$ cat src/rtl/spi_pkg.sv
// spi_pkg: SPI target mode constants and edge helpers.
// Shared by spi_target and its FIFO sub-module.
package spi_pkg;

  localparam logic [1:0] MODE0 = 2'b00;
  localparam logic [1:0] MODE1 = 2'b01;
  localparam logic [1:0] MODE2 = 2'b10;
  localparam logic [1:0] MODE3 = 2'b11;

  localparam int CPOL_BIT = 1;
  localparam int CPHA_BIT = 0;

  typedef enum logic {
    IDLE,
    XFER
  } state_t;

  function automatic logic sample_on_rise(input logic [1:0] m);
    return m[CPOL_BIT] == m[CPHA_BIT];
  endfunction

endpackage

$ cat src/rtl/spi_target_sync_fifo.sv
// sync_fifo: single-clock FIFO, power-of-two depth.
// Push into a full FIFO is accepted when a pop happens in the same cycle.
module sync_fifo #(
  parameter int WIDTH = 8,
  parameter int DEPTH = 4
) (
  input  logic                     clk,
  input  logic                     reset,
  input  logic                     push,
  input  logic [WIDTH-1:0]         push_data,
  input  logic                     pop,
  output logic [WIDTH-1:0]         head,
  output logic                     full,
  output logic                     empty,
  output logic [$clog2(DEPTH):0]   level
);

  localparam int AW = $clog2(DEPTH);

  logic [WIDTH-1:0] mem [DEPTH];
  logic [AW-1:0]    wptr;
  logic [AW-1:0]    rptr;
  logic             do_push;
  logic             do_pop;

  assign empty   = (level == '0);
  assign full    = (level == (AW+1)'(DEPTH));
  assign do_pop  = pop & ~empty;
  assign do_push = push & (~full | do_pop);
  assign head    = mem[rptr];

  always_ff @(posedge clk) begin
    if (!reset) begin
      wptr  <= '0;
      rptr  <= '0;
      level <= '0;
    end else begin
      if (do_push) wptr <= wptr + AW'(1);
      if (do_pop)  rptr <= rptr + AW'(1);
      if (do_push & ~do_pop)
        level <= level + (AW+1)'(1);
      else if (do_pop & ~do_push)
        level <= level - (AW+1)'(1);
    end
  end

  always_ff @(posedge clk) begin
    if (do_push) mem[wptr] <= push_data;
  end

endmodule

$ cat src/rtl/spi_target.sv
// spi_target: SPI target with RX/TX FIFOs and sticky error flags.
// Pins are synchronised; all serial decisions run on clk.
module spi_target
  import spi_pkg::*;
#(
  parameter int WIDTH = 8,
  parameter int DEPTH = 4
) (
  input  logic                   clk,
  input  logic                   reset,
  input  logic [1:0]             mode,
  input  logic                   sck,
  input  logic                   ssn,
  input  logic                   si,
  output logic                   so,
  input  logic                   tx_valid,
  output logic                   tx_ready,
  input  logic [WIDTH-1:0]       tx_data,
  output logic                   rx_valid,
  input  logic                   rx_ready,
  output logic [WIDTH-1:0]       rx_data,
  output logic                   overrun,
  output logic                   underrun,
  input  logic                   clr,
  output logic [$clog2(DEPTH):0] rx_level,
  output logic [$clog2(DEPTH):0] tx_level
);

  localparam int CW = $clog2(WIDTH);

  state_t           state;
  logic [1:0]       mode_q;
  logic [2:0]       sck_q;
  logic [2:0]       ssn_q;
  logic [1:0]       si_q;
  logic [CW-1:0]    cnt;
  logic             loaded;
  logic [WIDTH-1:0] rx_sr;
  logic [WIDTH-1:0] tx_sr;
  logic [WIDTH-1:0] rx_word;
  logic             done_q;

  logic             rise, fall, start, stop;
  logic             sample_edge, shift_edge;
  logic             load, tx_pop, rx_pop;
  logic             tx_full, tx_empty, rx_full, rx_empty;
  logic [WIDTH-1:0] tx_head, load_word;

  assign rise  = sck_q[1] & ~sck_q[2];
  assign fall  = ~sck_q[1] & sck_q[2];
  assign start = ssn_q[2] & ~ssn_q[1];
  assign stop  = ~ssn_q[2] & ssn_q[1];

  assign sample_edge = (state == XFER) &
    (sample_on_rise(mode_q) ? rise : fall);
  assign shift_edge = (state == XFER) &
    (sample_on_rise(mode_q) ? fall : rise);

  // CPHA=0 loads the first word as the frame opens
  assign load = (start & ~mode[CPHA_BIT]) |
    (shift_edge & ~loaded & ~stop);
  assign tx_pop    = load & ~tx_empty;
  assign load_word = tx_empty ? '0 : tx_head;

  assign rx_valid = ~rx_empty;
  assign tx_ready = ~tx_full;
  assign rx_pop   = rx_valid & rx_ready;
  assign so       = (state == XFER) & tx_sr[WIDTH-1];

  always_ff @(posedge clk) begin
    if (!reset) begin
      state    <= IDLE;
      mode_q   <= MODE0;
      sck_q    <= '1;
      ssn_q    <= '1;
      si_q     <= '1;
      cnt      <= '0;
      loaded   <= 1'b0;
      rx_sr    <= '0;
      tx_sr    <= '0;
      rx_word  <= '0;
      done_q   <= 1'b0;
      overrun  <= 1'b0;
      underrun <= 1'b0;
    end else begin
      sck_q  <= {sck_q[1:0], sck};
      ssn_q  <= {ssn_q[1:0], ssn};
      si_q   <= {si_q[0], si};
      done_q <= 1'b0;
      if (stop) begin
        state  <= IDLE;
        cnt    <= '0;
        loaded <= 1'b0;
        rx_sr  <= '0;
        tx_sr  <= '0;
      end else if (start) begin
        state  <= XFER;
        mode_q <= mode;
        cnt    <= '0;
        loaded <= ~mode[CPHA_BIT];
        rx_sr  <= '0;
        tx_sr  <= mode[CPHA_BIT] ? '0 : load_word;
      end else begin
        if (sample_edge) begin
          rx_sr <= {rx_sr[WIDTH-2:0], si_q[1]};
          if (cnt == CW'(WIDTH - 1)) begin
            cnt     <= '0;
            loaded  <= 1'b0;
            done_q  <= 1'b1;
            rx_word <= {rx_sr[WIDTH-2:0], si_q[1]};
          end else begin
            cnt <= cnt + CW'(1);
          end
        end
        if (shift_edge) begin
          if (!loaded) begin
            tx_sr  <= load_word;
            loaded <= 1'b1;
          end else begin
            tx_sr <= {tx_sr[WIDTH-2:0], 1'b0};
          end
        end
      end
      overrun  <= (done_q & rx_full & ~rx_pop) |
                  (overrun & ~clr);
      underrun <= (load & tx_empty) |
                  (underrun & ~clr);
    end
  end

  sync_fifo #(.WIDTH(WIDTH), .DEPTH(DEPTH)) u_rx (
    .clk       (clk),
    .reset     (reset),
    .push      (done_q),
    .push_data (rx_word),
    .pop       (rx_pop),
    .head      (rx_data),
    .full      (rx_full),
    .empty     (rx_empty),
    .level     (rx_level)
  );

  sync_fifo #(.WIDTH(WIDTH), .DEPTH(DEPTH)) u_tx (
    .clk       (clk),
    .reset     (reset),
    .push      (tx_valid & tx_ready),
    .push_data (tx_data),
    .pop       (tx_pop),
    .head      (tx_head),
    .full      (tx_full),
    .empty     (tx_empty),
    .level     (tx_level)
  );

endmodule

$ cat config.mk
export PLATFORM = sky130hd
export DESIGN_NAME = spi_target
export DESIGN_NICKNAME = d
export VERILOG_FILES = /design/src/rtl/spi_pkg.sv /design/src/rtl/spi_target_sync_fifo.sv /design/src/rtl/spi_target.sv
export SDC_FILE = /design/constraint.sdc
export NUM_CORES = 1
export LEC_CHECK = 0
export CAP_MARGIN = 0
export CORE_MARGIN = 1
export CORE_UTILIZATION = 40
export CTS_CLUSTER_DIAMETER = 50
export DETAILED_ROUTE_END_ITERATION = 7
export GPL_ROUTABILITY_DRIVEN = 0
export GPL_TIMING_DRIVEN = 0
export PLACE_DENSITY_LB_ADDON = 0.08
export SYNTH_ARGS = -nofsm -noshare
export SYNTH_HDL_FRONTEND = slang
export SYNTH_SLANG_ARGS = --single-unit
$ cat constraint.sdc
create_clock -name clk -period 6.35 [get_ports clk]
set_input_delay 1.27 -clock clk [delete_from_list [all_inputs] [get_ports clk]]
set_output_delay 1.27 -clock clk [all_outputs]
set_load 0.005 [all_outputs]
run_1/met3.png
Scale: 4 px per um.
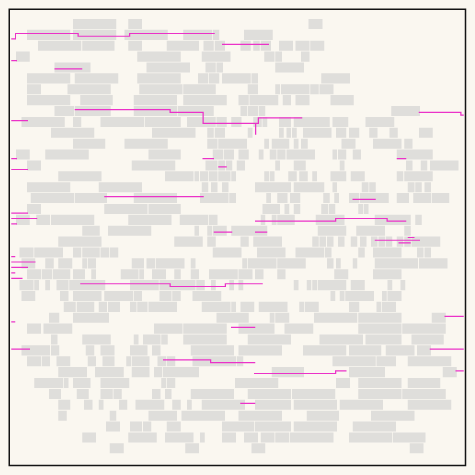
longest straight run: 24.6 um
wire length on this layer: 402 um
nets with wire on the layer: 27

run_1/final_clocks.png
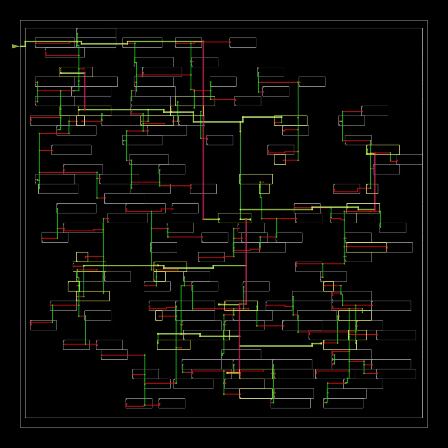
Latency at later pin: 0.42 ns
clock skew: 0.00785 ns
clk pwr: 0.983 mW

==> impl_metrics.tcl, run 1 <==
# flow metrics
set metrics [dict create \
    relSlewSlack 0.349 \
    routed-wl-met2_mm 4.44 \
    fmax_ghz 0.277 \
    slowest_stage "mux4_2" \
    cts.sinks 123 \
    synth.avg_cell_area_um2 13.4 \
    core_area_um2 12100 \
    finalPower_mw 2.25 \
    grt_pass1_wl_mm 15.6 \
    warnings 34 \
    rr_startpoint "ssn_q[1]" \
    largest_registers "u_rx.mem (32), u_tx.mem (32)" \
    drc 0 \
    layout-drive-gt1-share 0.128 \
    met3WireLength_um 401 \
    drv_cap 0 \
    ios 37 \
    die_w_um 114 \
    worstPathMaxFanout 8 \
    cts.path.max_buffers 2 \
    die_h_um 114 \
    yosysWarnings 0 \
    worst-setup-path-type "reg -> out" \
    clkSlewWorstSetupHoldPaths_ns 0.06 \
    cts_hold_buf 0 \
    status "complete, no violations" \
    grt_overflow_total 0 \
    drt_iter0_drc 135 \
    dpl.hpwl_mm 6.42 \
    cp-end-kind "output pin" \
    postSynthSeqShare 0.622 \
    cts_tree "done" \
    power_leakage_nw 2.18 \
    cts_setup_buffers 0 \
    ir_worst_vdd_uv 237 \
    worst_slack_ns 2.74 \
    wl_per_cell_um 15.7 \
    setup_violations 0 \
    r2r-end "u_tx.level[2]" \
    area_leaders "edfxtp_1 39%, dfxtp_1 24%, mux4_2 7.2%, ha_1 3.8%, mux2i_1 3.4%" \
    track_usage 0.165 \
    layout.nets 461 \
    post_cts_resized 0 \
    clockRootBuffer "clkbuf_16" \
    top_area_cell "edfxtp_1" \
    fp_util 0.413 \
    ys_types 41 \
    dpl_worst_slack_ns 2.72 \
]
run_1/density.png
Scale: 3 px per um. 11 x 11 tiles, from white (low) to dark blue (high), 0 to 100% covered.
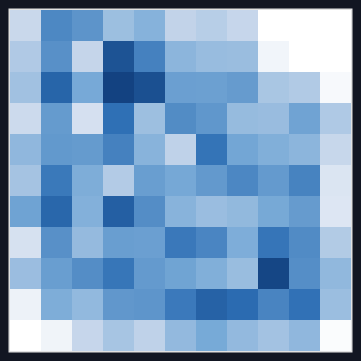
nearly empty tiles: 5.0%
emptiest ninth of the die: north-east
tiles over 75% full: 7.4%
mean over tiles: 46%

run_1/met1.png
Scale: 2 px per um. Supply wires on this layer in gray.
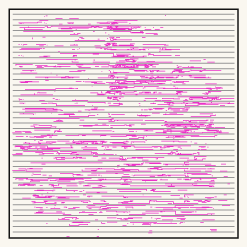
wire length on this layer: 4590 um
share of all routed wire: 48%
main direction: horizontal

## run 1: metrics by stage
step	cell area, um2	hold slack, ns	utilization	cells
6_report	6170	0.402	0.512	607
3_3_place_gp	5560	0.390	0.461	575
4_1_cts	6170	0.409	0.512	607
5_1_grt	6170	0.435	0.512	607
2_1_floorplan	4990	0.386	-	371
3_5_place_dp	5560	0.397	0.461	575
## run 1: layout by cell type (no fill, tap or decap), types with 6 or more instances in the layout
cell              n
edfxtp_1         64
and2_1           16
ha_1             15
clkdlybuf4s50_1  36
dfxtp_1          59
clkbuf_16        18
a22oi_1           7
nor2_1            6
a21oi_1          13
o21ai_0          14
nand2b_1         10
xnor2_1           6
mux4_2           16
a211oi_1          8
nand2_1          25
nor3_1            9
inv_1             9
clkbuf_1         14
mux2i_1          17
nand3_1          14
nor2b_1          13
## run 1: final cells by class
| cell class | instances | area (um2) |
|---|---|---|
| multi-input combinational | 219 | 1770 |
| fill | 1062 | 5890 |
| clock inverter | 12 | 135 |
| buffer | 20 | 80.1 |
| inverter | 9 | 33.8 |
| tap | 168 | 210 |
| sequential | 123 | 3100 |
| timing repair buffer | 36 | 360 |
| clock buffer | 20 | 478 |
## run 1: report_power, final
part / leakage (nW) / internal, mW / total (mW) / switching, mW
logic: 0.737 / 0.172 / 0.333 / 0.162
clock network: 0.298 / 0.624 / 0.983 / 0.359
registers: 1.14 / 0.892 / 0.934 / 0.0423
## run 1: cells by family after synthesis
logic type,synth area share
compound gates,0.0605
xor+xnor,0.0173
fa+ha+maj,0.0457
buf+inv,0.0228
flops,0.622
mux,0.111
simple gates,0.121
## run 1: worst max-delay path, delay by kind of cell, from the launching register on
kind | cells | cell delay (ns)
buf+inv | 2 | 1.01
mux | 1 | 0.60
flops | 1 | 0.31
==> run 2: changes to the inputs <==
clock period = 3.6 ns   (was 6.35 ns; I/O delays follow)
run_2/final_clocks.png
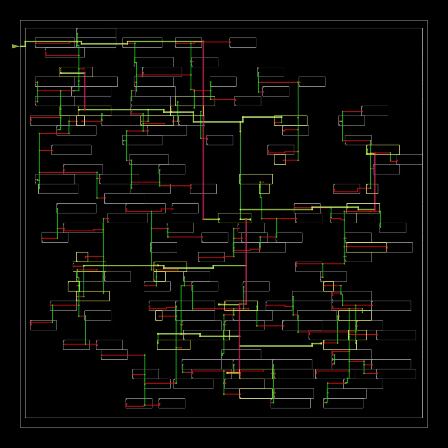
CTS sink count: 123
flip-flops: 123
Num CTS Buffers: 17
clkbuf count: 20

run_2/met3.png
Scale: 4 px per um.
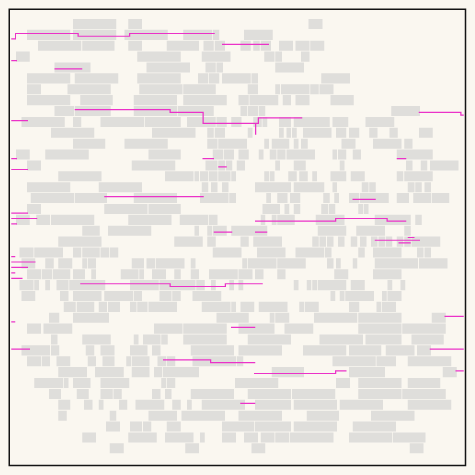
nets with wire on the layer: 27
longest straight run: 24.6 um
main direction: horizontal
wire length on this layer: 402 um
share of all routed wire: 4.2%

==> run 2 against run 1 <==
Clock-buffer cell count unchanged. Combinational power up 77%. Wire length unchanged. Largest power group unchanged.
==> impl_metrics.tcl, run 2 <==
# flow metrics
set metrics [dict create \
    status "complete, no violations" \
    clk_share 0.0994 \
    clockRootBuffer "clkbuf_16" \
    power_leakage_nw 2.18 \
    comb_cells 219 \
    combGateArea_um2 1770 \
    die_w_um 114 \
    clkSlewWorstSetupHoldPaths_ns 0.06 \
    finalPower_mw 3.97 \
    area_leaders "edfxtp_1 39%, dfxtp_1 24%, mux4_2 7.2%, ha_1 3.8%, mux2i_1 3.4%" \
    design_area_um2 6170 \
    worstHoldEndpoint "ssn_q[1]" \
    regArea_um2 3100 \
    intPower_mw 2.98 \
    swShare 0.250 \
    setup_violations 0 \
    cts.path.max_buffers 2 \
    seq_share 0.503 \
    grt_pass1_wl_mm 15.6 \
    synth.avg_cell_area_um2 13.4 \
    drc 0 \
    clk_latency_ns 0.42 \
    skew_ns 0.00785 \
    postSynthSeqShare 0.622 \
    buffer_area_frac 0.0714 \
    fp_util 0.413 \
    post_cts_resized 0 \
    antenna_found_initial 0 \
    largest_cell_class "flip-flops and latches" \
    warnings 34 \
    switchingPower_mw 0.993 \
    pwr-share-clk 0.437 \
    cts_hold_buf 0 \
    ys_types 41 \
    worst_slack_ns 0.538 \
    ir_worst_vdd_uv 419 \
    taps 168 \
    r2r-end "u_tx.level[2]" \
    cts_tree "done" \
    fmax_ghz 0.327 \
    layout.nets 461 \
    placedCellCount 575 \
    wl_per_cell_um 15.7 \
    layout-drive-gt1-share 0.128 \
    relSlewSlack 0.349 \
    dpl_worst_slack_ns 0.523 \
    worst-setup-path-type "reg -> out" \
    top_area_cell "edfxtp_1" \
    whs_ns 0.402 \
    ios 37 \
    yosysWarnings 0 \
    lay_top_cells "64 x edfxtp_1, 59 x dfxtp_1, 36 x clkdlybuf4s50_1, 25 x nand2_1, 18 x clkbuf_16" \
    ys_seq_elements 123 \
    rr_startpoint "ssn_q[1]" \
    fillers 1062 \
    die_h_um 114 \
    drt_iter0_drc 135 \
    grt_overflow_total 0 \
    drv_cap 0 \
    track_usage 0.165 \
    layout_top_cell "edfxtp_1" \
    largest_registers "u_rx.mem (32), u_tx.mem (32)" \
    required_ns 2.88 \
    nNonClkBuffers 56 \
    cp-end-kind "output pin" \
    combPwrFrac 0.148 \
]
run 2: cells by family (layout without fill, tap and decap cells):
kind of cell / count (synthesis) / after routing / synth area share
compound gates: 49 / 49 / 0.0605
xor+xnor: 9 / 9 / 0.0173
fa+ha+maj: 17 / 17 / 0.0457
buf+inv: 29 / 97 / 0.0228
flops: 123 / 123 / 0.622
mux: 35 / 35 / 0.111
simple gates: 109 / 109 / 0.121
run 2: layer usage:
metal  global-route usage  share of wire  vias up
li1                     -              -     1474
met1                0.210           0.48     1481
met2                0.256           0.46       51
met3               0.0600          0.042       14
met4               0.0649          0.013        0
met5                    0              0        -
run 2: power groups by stage:
stage / logic [mW] / clock network (mW) / registers, mW
floorplan: 0.385 / 0 / 1.66
global placement: 0.587 / 0 / 1.67
detailed placement: 0.597 / 0 / 1.68
CTS: 0.603 / 1.76 / 1.65
global route: 0.662 / 1.82 / 1.66
finish: 0.588 / 1.73 / 1.65
run 2: worst max-delay path by stage:
stage	startpoint	to	slack, ns	cells past startpoint
6_report	flop	rx_data[0]	0.54	3
5_1_grt	flop	rx_data[0]	0.34	3
4_1_cts	flop	rx_data[0]	0.43	3
3_5_place_dp	rx_ready	u_rx.level[2]	0.52	10
3_3_place_gp	mode[0]	u_tx.level[2]	0.54	10
2_1_floorplan	tx_valid	u_tx.level[2]	1.21	7
run 2: critical path, stage by stage, from the launching register on:
cell,delay [ns]
dfxtp_1,0.31
clkbuf_1,0.55
mux4_2,0.60
clkdlybuf4s50_1,0.46
Power figures rest on the tool's default switching activity, not on a simulated workload.
